[src/rtl/to_serial_if.sv]
// Parallel-word in / serial-chunk out stream bundle for to_serial.
// The master drives words in and observes the chunk stream. The slave is the serializer.
interface to_serial_if #(
  parameter int NO_CH    = 10,
  parameter int BW_WORD  = 8,
  parameter int BW_CHUNK = 2
);
  logic                              vld_in;
  logic [NO_CH-1:0][BW_WORD-1:0]     data_in;
  logic                              rdy_in;
  logic                              vld_out;
  logic                              sof_out;
  logic [NO_CH-1:0][BW_CHUNK-1:0]    data_out;

  modport master (
    output vld_in, data_in,
    input  rdy_in, vld_out, sof_out, data_out
  );

  modport slave (
    input  vld_in, data_in,
    output rdy_in, vld_out, sof_out, data_out
  );
endinterface

[src/rtl/to_serial.sv]
// Multi-channel parallel-to-serial converter.
// Each channel's word is emitted LSB chunk first, one chunk per cycle.
// A one-word pending buffer lets the next word be taken while the current word
// is still shifting out. This keeps back-to-back words gap-free.
module to_serial #(
  parameter int NO_CH    = 10,
  parameter int BW_WORD  = 8,
  parameter int BW_CHUNK = 2
) (
  input  logic        clk,
  input  logic        rst,
  to_serial_if.slave  bus
);
  localparam int NO_CYC = BW_WORD / BW_CHUNK;
  localparam int CNT_W  = ($clog2(NO_CYC) > 1) ? $clog2(NO_CYC) : 1;

  localparam logic [0:0] ST_IDLE  = 1'b0;
  localparam logic [0:0] ST_SHIFT = 1'b1;

  localparam logic [CNT_W-1:0] CNT_LAST = CNT_W'(NO_CYC - 1);

  typedef logic [NO_CH-1:0][BW_WORD-1:0]  word_t;
  typedef logic [NO_CH-1:0][BW_CHUNK-1:0] chunk_t;

  // Drop the chunk just emitted from every channel independently.
  function automatic word_t shift_chunk(input word_t w);
    word_t r;
    for (int ch = 0; ch < NO_CH; ch++) begin
      r[ch] = w[ch] >> BW_CHUNK;
    end
    return r;
  endfunction

  // Current chunk of every channel is the low slice of its shift lane.
  function automatic chunk_t low_chunk(input word_t w);
    chunk_t r;
    for (int ch = 0; ch < NO_CH; ch++) begin
      r[ch] = w[ch][BW_CHUNK-1:0];
    end
    return r;
  endfunction

  logic [0:0]       state_q, state_d;
  logic [CNT_W-1:0] cnt_q, cnt_d;
  logic             pend_vld_q, pend_vld_d;
  word_t            sh_q, sh_d;
  word_t            pend_q, pend_d;

  logic rdy;
  logic xfer;
  logic last;

  // Acceptance depends only on the pending buffer being free, never on vld_in.
  assign rdy  = !pend_vld_q;
  assign xfer = bus.vld_in && rdy;
  assign last = (cnt_q == CNT_LAST);

  // Next-state: load, shift, pending hand-off and return to idle.
  always_comb begin
    state_d    = state_q;
    cnt_d      = cnt_q;
    pend_vld_d = pend_vld_q;
    sh_d       = sh_q;
    pend_d     = pend_q;
    if (state_q == ST_IDLE) begin
      if (xfer) begin
        sh_d    = bus.data_in;
        cnt_d   = '0;
        state_d = ST_SHIFT;
      end
    end else if (!last) begin
      sh_d  = shift_chunk(sh_q);
      cnt_d = cnt_q + CNT_W'(1);
      if (xfer) begin
        pend_d     = bus.data_in;
        pend_vld_d = 1'b1;
      end
    end else begin
      cnt_d = '0;
      if (pend_vld_q) begin
        sh_d       = pend_q;
        pend_vld_d = 1'b0;
      end else if (xfer) begin
        sh_d = bus.data_in;
      end else begin
        state_d = ST_IDLE;
      end
    end
  end

  // State registers; reset also discards any active or pending word.
  always_ff @(posedge clk) begin
    if (rst) begin
      state_q    <= ST_IDLE;
      cnt_q      <= '0;
      pend_vld_q <= 1'b0;
      sh_q       <= '0;
      pend_q     <= '0;
    end else begin
      state_q    <= state_d;
      cnt_q      <= cnt_d;
      pend_vld_q <= pend_vld_d;
      sh_q       <= sh_d;
      pend_q     <= pend_d;
    end
  end

  assign bus.rdy_in   = rdy;
  assign bus.vld_out  = (state_q == ST_SHIFT);
  assign bus.sof_out  = (state_q == ST_SHIFT) && (cnt_q == '0);
  assign bus.data_out = (state_q == ST_SHIFT) ? low_chunk(sh_q) : '0;
endmodule

[src/flat_wrapper.sv]
// flat-port wrapper written by rule: the top's interface ports become plain ports
module to_serial_flat 
#(
  parameter int NO_CH    = 10,
  parameter int BW_WORD  = 8,
  parameter int BW_CHUNK = 2
)
  (clk, rst, bus_vld_in, bus_data_in, bus_rdy_in, bus_vld_out, bus_sof_out, bus_data_out);
  to_serial_if #(.NO_CH(NO_CH), .BW_WORD(BW_WORD), .BW_CHUNK(BW_CHUNK)) bus_i ();
  input  logic clk;
  input  logic rst;
  input wire logic [$bits(bus_i.vld_in)-1:0] bus_vld_in;
  input wire logic [$bits(bus_i.data_in)-1:0] bus_data_in;
  output wire logic [$bits(bus_i.rdy_in)-1:0] bus_rdy_in;
  output wire logic [$bits(bus_i.vld_out)-1:0] bus_vld_out;
  output wire logic [$bits(bus_i.sof_out)-1:0] bus_sof_out;
  output wire logic [$bits(bus_i.data_out)-1:0] bus_data_out;
  assign bus_i.vld_in = bus_vld_in;
  assign bus_i.data_in = bus_data_in;
  assign bus_rdy_in = bus_i.rdy_in;
  assign bus_vld_out = bus_i.vld_out;
  assign bus_sof_out = bus_i.sof_out;
  assign bus_data_out = bus_i.data_out;
  to_serial #(.NO_CH(NO_CH), .BW_WORD(BW_WORD), .BW_CHUNK(BW_CHUNK)) u_core (.clk(clk), .rst(rst), .bus(bus_i));
endmodule
[config.mk]
export PLATFORM = sky130hd
export DESIGN_NAME = to_serial_flat
export DESIGN_NICKNAME = d
export VERILOG_FILES = /design/src/rtl/to_serial_if.sv /design/src/rtl/to_serial.sv /design/src/flat_wrapper.sv
export SDC_FILE = /design/constraint.sdc
export NUM_CORES = 1
export LEC_CHECK = 0
export ABC_AREA = 1
export CELL_PAD_IN_SITES_DETAIL_PLACEMENT = 0
export CELL_PAD_IN_SITES_GLOBAL_PLACEMENT = 2
export CORE_UTILIZATION = 30
export DETAILED_ROUTE_END_ITERATION = 8
export PLACE_DENSITY = 0.9
export SETUP_SLACK_MARGIN = 0.4
export SYNTH_ARGS = -nofsm -noshare
export SYNTH_HDL_FRONTEND = slang
export SYNTH_SLANG_ARGS = --single-unit
[constraint.sdc]
create_clock -name clk -period 1.5 [get_ports clk]
set_input_delay 0.15 -clock clk [delete_from_list [all_inputs] [get_ports clk]]
set_output_delay 0.15 -clock clk [all_outputs]
set_load 0.02 [all_outputs]
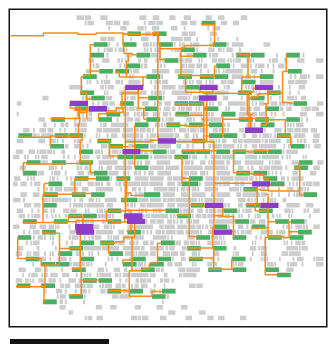
Figure 1: run 1, clock distribution.
Bar = 50 um.
legend:
  clock wires:
    colour: orange
    length: 2220 um
  clock-net drivers:
    colour: purple
    count: 17
  flip-flops:
    colour: green
    count: 164
routed clock nets: 18

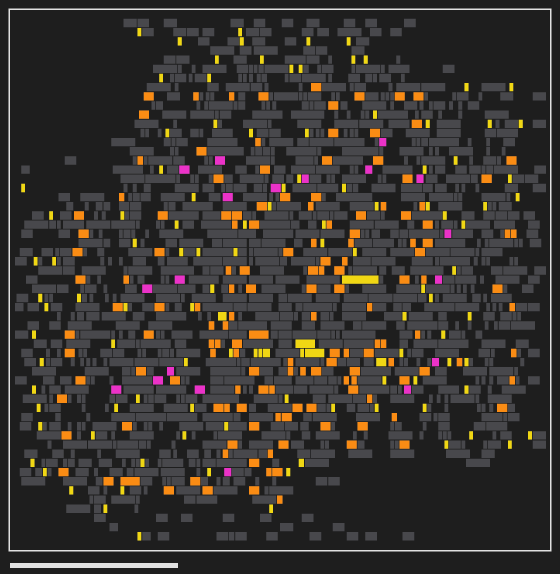
Figure 2: run 1, logic cells by family.
Bar = 50 um.
legend:
  aoi and oai cells:
    colour: orange
    cells: 147
    most_used: o21ai_2
  and/or cells:
    colour: magenta
    cells: 19
    most_used: or2_4
  inv cells:
    colour: yellow
    cells: 113
    most_used: inv_1
    where: widely spread
final non-filler cell total: 1639
most frequent logic cell in the layout: sky130_fd_sc_hd__nor2_1
Comb area share: 39.3%

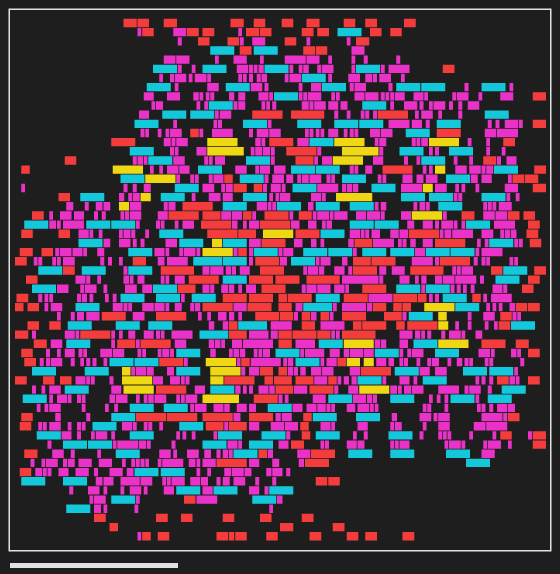
Figure 3: run 1, cells coloured by class.
Bar = 50 um.
legend:
  remaining buffers and delay cells:
    colour: red
    cells: 218
    share_of_their_area: 24%
  remaining logic cells:
    colour: magenta
    cells: 901
    share_of_their_area: 44%
  clock drivers and dummy loads:
    colour: yellow
    cells: 32
    share_of_their_area: 5.2%
  registers:
    colour: cyan
    cells: 164
    share_of_their_area: 26%
final instance area: 12900 um2
sequential cell area share: 25.6%
final standard cell utilization of the core: 52.8%
area inside the core boundary: 24500 um2

==> flow_results.xml, run 1 <==
<?xml version="1.0" encoding="UTF-8"?>
<metrics>
  <group name="run_status">
    <metric name="outcome" unit="">finished with violations</metric>
    <metric name="violated_checks" unit="">setup timing</metric>
  </group>
  <group name="grt">
    <metric name="global_route.usage.total" unit="%">18.5</metric>
    <metric name="grt_busiest_layer" unit="">met2</metric>
  </group>
  <group name="synthesis">
    <metric name="yosys-stat-area" unit="um2">7510</metric>
    <metric name="ys_cells" unit="">1137</metric>
    <metric name="post_synth_mux_area_share" unit="%">0</metric>
    <metric name="yosys_register_bits" unit="">164</metric>
    <metric name="ys_sh_xor" unit="%">0</metric>
    <metric name="synth.avg_cell_area" unit="um2">6.61</metric>
    <metric name="synth.yosys.warnings" unit="">0</metric>
    <metric name="ys_sh_aoi" unit="%">9.84</metric>
    <metric name="post-synth-top-area-fraction" unit="%">43.7</metric>
    <metric name="synth_area" unit="um2">7510</metric>
  </group>
  <group name="sta">
    <metric name="maxSlewHeadroom" unit="%">62.9</metric>
    <metric name="layout_min_cycle_time" unit="ps">1540</metric>
    <metric name="slew_viol_final" unit="">0</metric>
    <metric name="final.setup.worst_slack" unit="ps">-40.7</metric>
    <metric name="totalNegativeSetupSlack" unit="ps">-285</metric>
    <metric name="fmax" unit="GHz">0.649</metric>
    <metric name="report.final.setup_viol" unit="">12</metric>
    <metric name="worst_clock_skew" unit="ps">14.1</metric>
  </group>
  <group name="flow_run">
    <metric name="warning_count" unit="">30</metric>
  </group>
  <group name="cts">
    <metric name="cts_buffers" unit="">17</metric>
    <metric name="cts-hold-fix-buffers" unit="">0</metric>
    <metric name="htree_levels" unit="">4</metric>
    <metric name="clock_sink_count" unit="">164</metric>
  </group>
  <group name="power_and_ir_drop">
    <metric name="power.static_leakage" unit="nW">5.97</metric>
    <metric name="pwr_density_cell" unit="nW/um2">997</metric>
    <metric name="totalPowerFinal" unit="mW">12.9</metric>
    <metric name="ir_worst_vdd" unit="V">0.000767</metric>
  </group>
  <group name="worst_setup_path">
    <metric name="worst-path-max-fanout" unit="">5</metric>
    <metric name="worstRegToRegCells" unit="">9</metric>
    <metric name="crit_path_max_incr_delay" unit="ps">380</metric>
    <metric name="worst_path_most_repeated_cell" unit="">sky130_fd_sc_hd__buf_6</metric>
    <metric name="required" unit="ps">1350</metric>
  </group>
  <group name="floorplan">
    <metric name="fp.dieW" unit="um">160</metric>
    <metric name="chip_area" unit="um2">25700</metric>
  </group>
  <group name="min_path">
    <metric name="hp-class" unit="">in -&gt; reg</metric>
  </group>
  <group name="final_layout">
    <metric name="top_registers" unit="">u_core.pend_q: 80 flops, u_core.sh_q: 80 flops, u_core.cnt_q: 2 flops</metric>
  </group>
  <group name="route">
    <metric name="route.layer.met1.wl" unit="mm">12.9</metric>
  </group>
</metrics>
==> run 1: critical path, delay by kind of cell, from the launching register on <==
family	cells	cell delay, ps
AND/OR/NAND/NOR	1	50
flip-flops	1	380
buffers and inverters	5	530
==> run 1: report_power, final <==
group / internal (mW) / switching [mW]
combinational: 1.47 / 1.61
clock: 2.84 / 2.01
sequential: 4.71 / 0.231
==> run 1: final cells by class <==
cell class / instances / share of cell area, %
inverters: 112 / 3.65
repair buffers: 218 / 23.2
clock inverters: 15 / 1.70
clock buffers: 17 / 3.30
flip-flops and latches: 164 / 25.6
well taps: 324 / 3.14
repair inverters: 1 / 0.126
multi-input cells: 788 / 39.3
==> inputs of run 2 (changes only) <==
CORE_MARGIN = 3   (was not set)
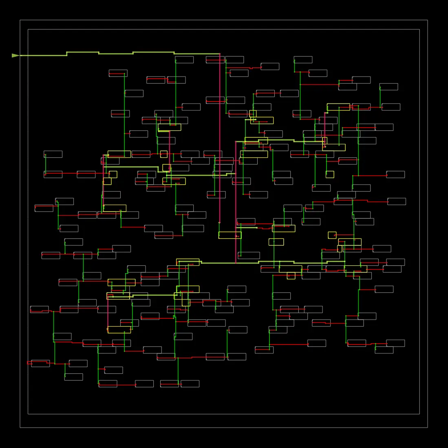
Figure 4: run 2, clock routing.
Flop Count: 164
final-layout clock buffer total: 17
largest clock skew in the final design: 13.6 ps

==> flow_results.xml, run 2 <==
<?xml version="1.0" encoding="UTF-8"?>
<metrics>
  <group name="power_and_ir_drop">
    <metric name="net-switching-power" unit="mW">3.51</metric>
    <metric name="ir_worst_vdd" unit="V">0.000553</metric>
    <metric name="largestPowerGroup" unit="">registers</metric>
  </group>
  <group name="run_status">
    <metric name="outcome" unit="">finished clean</metric>
  </group>
  <group name="sta">
    <metric name="totalNegativeSetupSlack" unit="ps">0</metric>
    <metric name="slew_viol_final" unit="">0</metric>
    <metric name="report.final.setup_viol" unit="">0</metric>
  </group>
  <group name="grt">
    <metric name="global_route.usage.total" unit="%">17.4</metric>
  </group>
  <group name="cts">
    <metric name="cts-hold-fix-buffers" unit="">0</metric>
    <metric name="cts_buffers" unit="">17</metric>
  </group>
  <group name="final_layout">
    <metric name="fin_cells" unit="">1596</metric>
    <metric name="layout_top_cell" unit="">sky130_fd_sc_hd__nor2_1</metric>
    <metric name="top_registers" unit="">u_core.pend_q: 80 flops, u_core.sh_q: 80 flops, u_core.cnt_q: 2 flops</metric>
  </group>
  <group name="floorplan">
    <metric name="fp.dieW" unit="um">164</metric>
  </group>
  <group name="synthesis">
    <metric name="yosys_register_bits" unit="">164</metric>
    <metric name="post-synth-top-area-fraction" unit="%">43.7</metric>
    <metric name="synth.yosys.warnings" unit="">0</metric>
    <metric name="ys_cells" unit="">1137</metric>
    <metric name="ys_sh_xor" unit="%">0</metric>
  </group>
  <group name="worst_setup_path">
    <metric name="worst_path_most_repeated_cell" unit="">sky130_fd_sc_hd__nor2_4</metric>
    <metric name="worst-path-max-fanout" unit="">7</metric>
  </group>
</metrics>
[run 2: cell counts after synthesis]
No cell type changed its count.
[run 2: kinds of logic after synthesis]
group,Yosys count
and+or+nand+nor,637
buffers and inverters,187
AOI/OAI and AO/OA,147
DFF,164
adders and majority gates,2
[run 2: metal layers]
layer / vias to the layer above / track usage, %
li1: 3818 / -
met1: 3533 / 23.4
met2: 154 / 28.7
met3: 33 / 3.18
met4: 0 / 4.27
met5: - / 0
[run 2: area by class of cell]
type	instances	share of cell area (%)
sequential	164	29.5
timing repair buffer	174	19.8
tap	324	3.63
clock buffer	17	3.81
timing repair inverter	2	0.291
inverter	112	4.03
clock inverter	15	1.53
multi-input combinational	788	37.4
Power figures rest on the tool's default switching activity, not on a simulated workload.
